Design digit_step_ctrl, sky130hd; sources not shown.
Figure 1. Supply network (run 1).
The bar under the picture is 20 um long. Pins as bars on the die edge. Tap cells in gray.
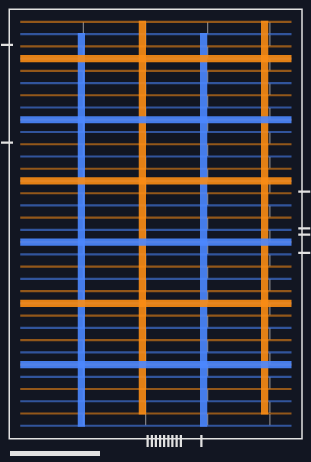
Key: VSS = blue; VDD = orange
The core has 33 rows. 16 signal pins sit on the boundary. 34 met1 rails follow the rows. 70 tap cells. 6 straps on met5.
worst ir drop on vdd: 0.4058 mV
Std-Cell Core Area: 0.005409 mm2
Die Wd: 64.74 um
height of the chip: 95.12 um

Figure 2. Cells colored by class (run 1).
The bar under the picture is 20 um long.
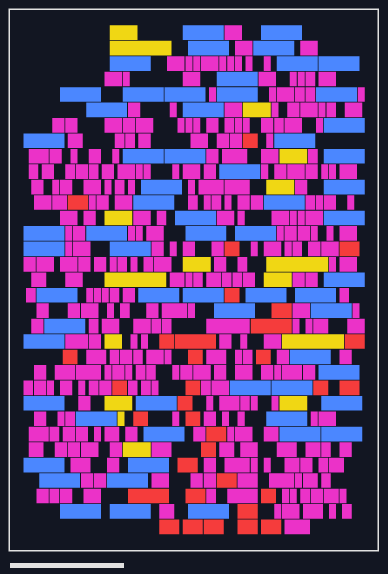
Key: sequential cells = blue [cells 63]; combinational and other logic = magenta [cells 323]; clock drivers and dummy loads = yellow [cells 16]; remaining buffers and delay cells = red [cells 33]
row count: 33
sequential share of cell area: 31.95%

Figure 3. Routed clock nets over the placement (run 1).
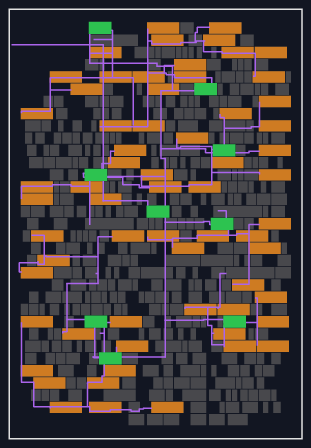
Key: clock drivers = green [count 9]; clock wires = purple [length 809 um]; flip-flops = orange [count 63]
There are 10 routed clock nets.
insertion delay to the later sink of the worst-skew pair: 0.35 ns
part of the total power dissipated in the clock network: 50.9%

==> reports/qor.rpt, run 1 <==
SYNTH
--------------------------------------------------------------------
Mean instance size in the synthesized netlist .........    8.343 um2
Flip-flops with a built-in enable .....................            0
Warnings from Yosys ...................................            0

GLOBAL ROUTE
--------------------------------------------------------------------
Wire length of the first global-routing pass ..........     13120 um
Total routing usage reported by global routing ........       27.32%
Global routing usage on met3 ..........................       6.257%
Most Crowded Layer GR .................................         met2

PWR
--------------------------------------------------------------------
Switching Share .......................................       20.73%
Reported net switching power ..........................     511.2 uW

SETUP PATH
--------------------------------------------------------------------
Class of the most critical setup path ................. register to register
Data required time of the critical path ...............      2.41 ns
Startpoint Class ......................................     register

FINISH
--------------------------------------------------------------------
Antenna diode count ...................................            0
Dominant logic cell types in the final layout ......... 63 x dfxtp_1, 54 x nor2_1, 30 x nand2_1

ROUTE
--------------------------------------------------------------------
Uppermost signal routing layer after detailed routing .         met4
Routed length per placed instance .....................     15.78 um
Pre-antenna DRT Iters .................................            5

PLACED DESIGN
--------------------------------------------------------------------
Placed cell count .....................................          489

STATUS
--------------------------------------------------------------------
Status ................................................ complete, no violations

STA
--------------------------------------------------------------------
Final setup violating endpoints .......................            0
Worst-margin pin slew .................................    0.4594 ns

CLOCK TREE
--------------------------------------------------------------------
Total clock sinks .....................................           63

run 1: power by group through the flow:
stage	clock network, uW	registers (uW)	logic (uW)
2_1_floorplan	0	1090	79.1
4_1_cts	1270	1070	141
3_5_place_dp	0	1090	140
3_3_place_gp	0	1090	136
5_1_grt	1320	1070	155
6_report	1260	1070	142
run 1: cell type report:
class | instances | area [um2] | share of cell area, %
inverter | 11 | 41.29 | 1.046
multi-input combinational | 312 | 1964 | 49.76
clock buffer | 11 | 141.4 | 3.582
timing repair buffer | 33 | 322.8 | 8.177
clock inverter | 5 | 128.9 | 3.265
sequential | 63 | 1261 | 31.95
tap | 70 | 87.58 | 2.219
run 1: worst max-delay path, stage by stage (launching register included):
cell and delay, ns:
dfxtp_1 0.35, or4b_1 0.58, nor4_1 0.38, a21oi_1 0.17
o21ai_2 0.33, nor2_1 0.10
--- run 2 (diff from run 1) ---
--- a/config.mk
+++ b/config.mk
@@ -5,7 +5,6 @@
 export SDC_FILE = /design/constraint.sdc
 export NUM_CORES = 1
 export LEC_CHECK = 0
-export CORE_ASPECT_RATIO = 1.5
 export CORE_MARGIN = 2
 export CORE_UTILIZATION = 60
 export DETAILED_ROUTE_END_ITERATION = 7
Figure 4. Cell outlines without signal wires (run 2).
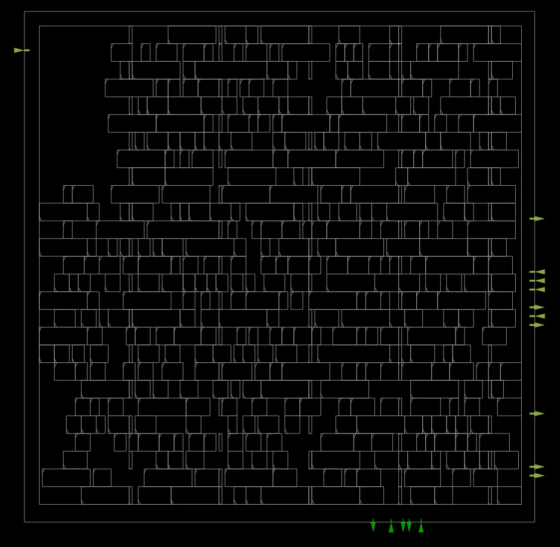
fill cell count: 422
sequential share of cell area: 32.37%
core utilization of the finished layout: 71.64%
sequential cell count: 63
non-filler cells in the finished layout: 505

Figure 5. Routed clock nets over the placement (run 2).
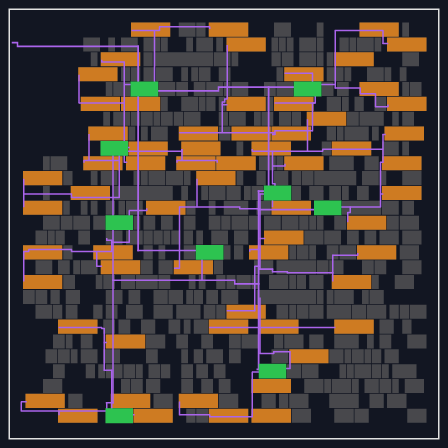
Key: clock drivers = green [count 9]; flip-flops = orange [count 63]; clock wires = purple [length 829 um]
Position of the flops: spread over the die.
part of the total power dissipated in the clock network: 48.7%
insertion delay to the later sink of the worst-skew pair: 0.36 ns

==> run 2 against run 1 <==
Area after synthesis did not move. Sequential power barely moved. Total power fell by 4.7%. Sequential cell count did not move. Utilization shrank 1.3 points. Combinational power is 3% lower. Die area fell by 0.19%. Via count shrank 1.1%. Critical path type unchanged. Largest power group unchanged.
==> reports/qor.rpt, run 2 <==
PWR
----------------------------------------------------------------------
Clk pwr .................................................      1140 uW
Switching Share .........................................       22.55%
Largest Pwr Group ....................................... the clock network
Sequential-cell power consumption .......................      1070 uW
Reported net switching power ............................     529.8 uW
Combinational power .....................................       138 uW
Worst ir drop on vdd ....................................    0.4232 mV

SYNTH
----------------------------------------------------------------------
Warnings from Yosys .....................................            0
Mean instance size in the synthesized netlist ...........    8.343 um2
Flip-flops with a built-in enable .......................            0

CLOCK TREE
----------------------------------------------------------------------
Total clock sinks .......................................           63

GLOBAL ROUTE
----------------------------------------------------------------------
Antenna violations before repair ........................            0
Total routing usage reported by global routing ..........       26.15%
Most Crowded Layer GR ...................................         met2
Global routing usage on met3 ............................       4.943%

PLACED DESIGN
----------------------------------------------------------------------
Placed cell count .......................................          489

ROUTE
----------------------------------------------------------------------
Uppermost signal routing layer after detailed routing ...         met4

SETUP PATH
----------------------------------------------------------------------
Critical path cell sequence ............................. or4b_1 -> nor4_1 -> a21oi_1 -> o21ai_2 -> nor2_1
Startpoint Class ........................................     register
Crit path max-delay family .............................. simple AND/OR/NAND/NOR gates
Count of buffer and inverter cells on the critical path .            0
Class of the most critical setup path ................... register to register
Crit path largest cell delay ............................      0.58 ns
Crit path depth .........................................            5

DIE
----------------------------------------------------------------------
Std-Cell Core Area ...................................... 0.005439 mm2

FINISH
----------------------------------------------------------------------
Dominant logic cell types in the final layout ........... 63 x dfxtp_1, 54 x nor2_1, 30 x nand2_1
Antenna diode count .....................................            0

STATUS
----------------------------------------------------------------------
Status .................................................. complete, no violations

STA
----------------------------------------------------------------------
Final setup violating endpoints .........................            0

==> run 2: cell counts after synthesis <==
Identical to the previous run, type by type.
==> run 2: layout make-up <==
cell class	count	area (um2)
multi-input combinational	312	1964
fill	422	1543
sequential	63	1261
timing repair buffer	31	295.3
clock buffer	9	123.9
clock inverter	7	120.1
tap	72	90.09
inverter	11	41.29
==> run 2: cell families after synthesis <==
| kind of cell | after synthesis | synth area share, % |
|---|---|---|
| and+or+nand+nor | 208 | 33.99 |
| adders and majority gates | 5 | 1.884 |
| AOI/OAI and AO/OA | 60 | 12.43 |
| DFF | 63 | 37.98 |
| buffers and inverters | 23 | 3.240 |
| xor gates and xnor gates | 34 | 8.967 |
| muxes | 5 | 1.507 |
Power is estimated from default activity; no workload was simulated.
